### config.mk
export PLATFORM = sky130hd
export DESIGN_NAME = store_merge_unit_flat
export DESIGN_NICKNAME = d
export VERILOG_FILES = /design/src/rtl/store_merge_unit_if.sv /design/src/rtl/store_merge_unit.sv /design/src/flat_wrapper.sv
export SDC_FILE = /design/constraint.sdc
export NUM_CORES = 1
export LEC_CHECK = 0
export ABC_AREA = 1
export CAP_MARGIN = 0
export CORE_UTILIZATION = 52
export CTS_BUF_LIST = sky130_fd_sc_hd__clkbuf_2
export CTS_CLUSTER_SIZE = 8
export DETAILED_ROUTE_END_ITERATION = 10
export GPL_TIMING_DRIVEN = 1
export PLACE_DENSITY = 0.93
export SYNTH_ARGS = -nofsm -noshare
export SYNTH_HDL_FRONTEND = slang
export SYNTH_SLANG_ARGS = --single-unit
### constraint.sdc
create_clock -name clk -period 3.7 [get_ports clk]
set_input_delay 0.925 -clock clk [delete_from_list [all_inputs] [get_ports clk]]
set_output_delay 0.925 -clock clk [all_outputs]
set_load 0.1 [all_outputs]
### src/rtl/store_merge_unit_if.sv
// store_merge_unit_if: CPU store request and data memory port bundle for store_merge_unit.
interface store_merge_unit_if #(
    parameter int CPU_WORD = 32,
    parameter int ADDR_W   = 32
);
    logic                sw;
    logic                sh;
    logic                sb;
    logic [ADDR_W-1:0]   addr;
    logic [CPU_WORD-1:0] wdata;
    logic                ready;
    logic                done;
    logic                err;
    logic [ADDR_W-1:0]   mem_addr;
    logic                mem_re;
    logic [CPU_WORD-1:0] mem_rdata;
    logic                mem_we;
    logic [CPU_WORD-1:0] mem_wdata;

    modport master (
        output sw, sh, sb, addr, wdata, mem_rdata,
        input  ready, done, err, mem_addr, mem_re, mem_we, mem_wdata
    );
    modport slave (
        input  sw, sh, sb, addr, wdata, mem_rdata,
        output ready, done, err, mem_addr, mem_re, mem_we, mem_wdata
    );
endinterface

### src/rtl/store_merge_unit.sv
// store_merge_unit: word/half/byte stores into word memory, read-modify-write for sub-words.
// Define STORE_MISALIGN_TRAP_EN to trap misaligned sh/sw through a one-cycle ERR state.
module store_merge_unit #(
    parameter int CPU_WORD = 32,
    parameter int ADDR_W   = 32,
    parameter int HALF_LEN = 16,
    parameter int BYTE_LEN = 8
) (
    input logic              clk,
    input logic              rst_n,
    store_merge_unit_if.slave bus
);
`ifdef STORE_MISALIGN_TRAP_EN
    typedef enum logic [2:0] {IDLE, READ, MERGE, WRITE, ERR} state_t;
`else
    typedef enum logic [2:0] {IDLE, READ, MERGE, WRITE} state_t;
`endif
    typedef enum logic [1:0] {ST_W, ST_H, ST_B} kind_t;

    state_t              st, nxt, go;
    kind_t               kind;
    logic                req;
    logic [ADDR_W-1:0]   addr_q;
    logic [HALF_LEN-1:0] data_q;
    logic [CPU_WORD-1:0] mrg_q, merged;

    assign req = bus.sw | bus.sh | bus.sb;
    assign go  = (bus.sh || bus.sb) ? READ : WRITE;

`ifdef STORE_MISALIGN_TRAP_EN
    logic mis;
    assign mis = bus.sh ? bus.addr[0] : (!bus.sb && bus.addr[1:0] != 2'b00);
`endif

    always_comb begin
        nxt = st;
        unique case (st)
`ifdef STORE_MISALIGN_TRAP_EN
            IDLE:    nxt = !req ? IDLE : mis ? ERR : go;
`else
            IDLE:    nxt = !req ? IDLE : go;
`endif
            READ:    nxt = MERGE;
            MERGE:   nxt = WRITE;
            default: nxt = IDLE;
        endcase
    end

    // Replace one lane of the word just read; the other lanes pass through.
    always_comb begin
        merged = bus.mem_rdata;
        if (kind == ST_B)
            merged[int'(addr_q[1:0]) * BYTE_LEN +: BYTE_LEN] = data_q[BYTE_LEN-1:0];
        else
            merged[int'(addr_q[1]) * HALF_LEN +: HALF_LEN] = data_q;
    end

    always_ff @(posedge clk or negedge rst_n) begin
        if (!rst_n) begin
            st     <= IDLE;
            kind   <= ST_W;
            addr_q <= '0;
            data_q <= '0;
            mrg_q  <= '0;
        end else begin
            st <= nxt;
            if (st == IDLE && req) begin
                addr_q <= bus.addr;
                data_q <= bus.wdata[HALF_LEN-1:0];
                kind   <= bus.sh ? ST_H : bus.sb ? ST_B : ST_W;
                if (!bus.sh && !bus.sb) mrg_q <= bus.wdata;
            end
            if (st == MERGE) mrg_q <= merged;
        end
    end

    assign bus.ready     = (st == IDLE);
    assign bus.mem_re    = (st == READ);
    assign bus.mem_we    = (st == WRITE);
    assign bus.done      = (st == WRITE);
    assign bus.mem_addr  = {addr_q[ADDR_W-1:2], 2'b00};
    assign bus.mem_wdata = mrg_q;
`ifdef STORE_MISALIGN_TRAP_EN
    assign bus.err       = (st == ERR);
`else
    assign bus.err       = 1'b0;
`endif
endmodule

### src/flat_wrapper.sv
// flat-port wrapper written by rule: the top's interface ports become plain ports
module store_merge_unit_flat 
#(
    parameter int CPU_WORD = 32,
    parameter int ADDR_W   = 32,
    parameter int HALF_LEN = 16,
    parameter int BYTE_LEN = 8
)
  (clk, rst_n, bus_sw, bus_sh, bus_sb, bus_addr, bus_wdata, bus_mem_rdata, bus_ready, bus_done, bus_err, bus_mem_addr, bus_mem_re, bus_mem_we, bus_mem_wdata);
  store_merge_unit_if #(.CPU_WORD(CPU_WORD), .ADDR_W(ADDR_W)) bus_i ();
  input logic clk;
  input logic rst_n;
  input wire logic [$bits(bus_i.sw)-1:0] bus_sw;
  input wire logic [$bits(bus_i.sh)-1:0] bus_sh;
  input wire logic [$bits(bus_i.sb)-1:0] bus_sb;
  input wire logic [$bits(bus_i.addr)-1:0] bus_addr;
  input wire logic [$bits(bus_i.wdata)-1:0] bus_wdata;
  input wire logic [$bits(bus_i.mem_rdata)-1:0] bus_mem_rdata;
  output wire logic [$bits(bus_i.ready)-1:0] bus_ready;
  output wire logic [$bits(bus_i.done)-1:0] bus_done;
  output wire logic [$bits(bus_i.err)-1:0] bus_err;
  output wire logic [$bits(bus_i.mem_addr)-1:0] bus_mem_addr;
  output wire logic [$bits(bus_i.mem_re)-1:0] bus_mem_re;
  output wire logic [$bits(bus_i.mem_we)-1:0] bus_mem_we;
  output wire logic [$bits(bus_i.mem_wdata)-1:0] bus_mem_wdata;
  assign bus_i.sw = bus_sw;
  assign bus_i.sh = bus_sh;
  assign bus_i.sb = bus_sb;
  assign bus_i.addr = bus_addr;
  assign bus_i.wdata = bus_wdata;
  assign bus_i.mem_rdata = bus_mem_rdata;
  assign bus_ready = bus_i.ready;
  assign bus_done = bus_i.done;
  assign bus_err = bus_i.err;
  assign bus_mem_addr = bus_i.mem_addr;
  assign bus_mem_re = bus_i.mem_re;
  assign bus_mem_we = bus_i.mem_we;
  assign bus_mem_wdata = bus_i.mem_wdata;
  store_merge_unit #(.CPU_WORD(CPU_WORD), .ADDR_W(ADDR_W), .HALF_LEN(HALF_LEN), .BYTE_LEN(BYTE_LEN)) u_core (.clk(clk), .rst_n(rst_n), .bus(bus_i));
endmodule
**Zoomed window**

Window x 36 to 66, y 36 to 66 um. Cells in gray, sequential cells in the stronger gray; small squares are vias.
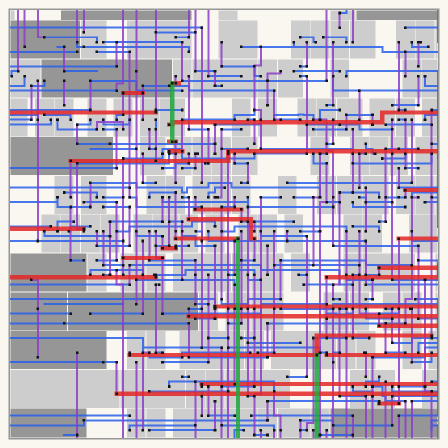
[met2] purple
[met3] red
[met1] blue
[met4] green
most frequent: nand2_1 (55), inv_1 (12)
sequential cells in the window: 8
netlist names of flops here include: u_core.data_q (7), u_core.kind (1)
cells with their middle in the window: 114

**Gate families picked out**

Scale: 4 px per um.
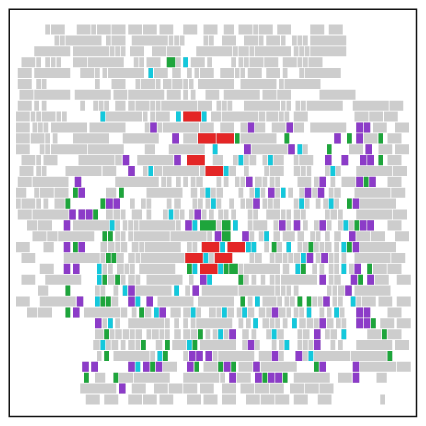
[inverters] cyan | cells: 62 | most used: inv_1
[NOR gates] green | cells: 62 | most used: nor2_1
[inverting AOI/OAI gates] purple | cells: 98 | most used: a21oi_1
[adder and majority cells] red | cells: 10 | most used: ha_1 | where: center
dominant logic cell type in the layout: nand2_1
non-filler cells in the finished layout: 999
Comb/total area: 35.26%

**Metal layers overlaid**

Scale: 4 px per um. Two of the layers only.
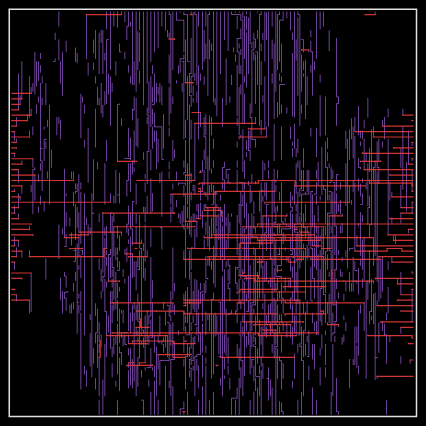
[met3] red | wire length: 1310 um
[met2] purple | wire length: 6350 um
vias: 5149
GRT Total Usage: 27.88%
final wirelength: 14.00 mm

==> results.tsv <==
metric	value	unit
clkbuf_count	9	
status	complete, no violations	
path_buffers	1	
fin_area	6629	um^2
startpoint	u_core.addr_q[3]	
grt_max_degree	85	
worstSetupPathType	reg2out	
grt_first_pass_wirelength	22.25	mm
cts_tree	done	
ys_seq_elements	84	
vias_per_cell	5.154	
avgSynthCellArea	6.829	um^2
n_tap_cell	129	
clkLatencyLatePin	0.55	ns
warning_count	34	
drtPass1Iterations	5	
htree_levels	3	
setup_ws	0.6487	ns
crit_chain	clkdlybuf4s50_1	
r2r_slack	1.39	ns
cts_buffers	9	
flop-count	84	
antenna_found_initial	0	
hold_class	in2async	
bufAreaShareNonClock	24.91	%
area_growth	28.91	%
die_h	101.4	um
cp.depth	1	
synthCells	753	
max_stage_delay	1.16	ns
end_kind	output pin	
grt_pass1_vias	4623	
-- registers in the layout (all words and copies together) (netlist names) --
signal	cells
u_core.kind	2
u_core.st	2
u_core.addr_q	32
u_core.data_q	16
u_core.bus.mem_wdata	32
-- stage by stage --
| step | util [%] | instances |
|---|---|---|
| floorplan | - | 755 |
| global placement | 68.88 | 983 |
| detailed placement | 68.88 | 983 |
| CTS | 70.41 | 999 |
| global route | 70.41 | 999 |
| finish | 70.41 | 999 |
-- kinds of logic (layout without fill, tap and decap cells) --
family                     Yosys count  in the layout  share of synthesized area [%]
AOI/OAI and AO/OA                   99             99                          9.684
adders and majority gates           10             10                          2.433
DFF                                 84             84                          40.88
other                                1              3                        0.07292
buffers and inverters              133            248                          13.82
and+or+nand+nor                    426            426                          33.11
-- layer usage --
| layer | vias up | part of all wire, % | track usage, % |
|---|---|---|---|
| met3 | 26 | 9.4 | 6.625 |
| met5 | - | 0 | 0 |
| li1 | 2527 | - | - |
| met1 | 2338 | 44 | 38.89 |
| met2 | 258 | 45 | 43.28 |
| met4 | 0 | 1.6 | 8.250 |
-- Yosys cell counts, types with 3 or more instances --
cell type / n / area, um^2
nand2_1: 303 / 1137
dfrtp_1: 84 / 2102
a21oi_1: 58 / 290.3
nor2_1: 57 / 214.0
nand3_1: 56 / 280.3
inv_1: 55 / 206.5
buf_4: 36 / 270.3
o21ai_0: 36 / 180.2
buf_2: 19 / 95.09
ha_1: 10 / 125.1
buf_6: 7 / 78.83
clkbuf_1: 6 / 22.52
inv_2: 6 / 22.52
nor2_2: 4 / 25.02
o21ai_1: 4 / 20.02
buf_1: 3 / 11.26
nand2_2: 3 / 18.77
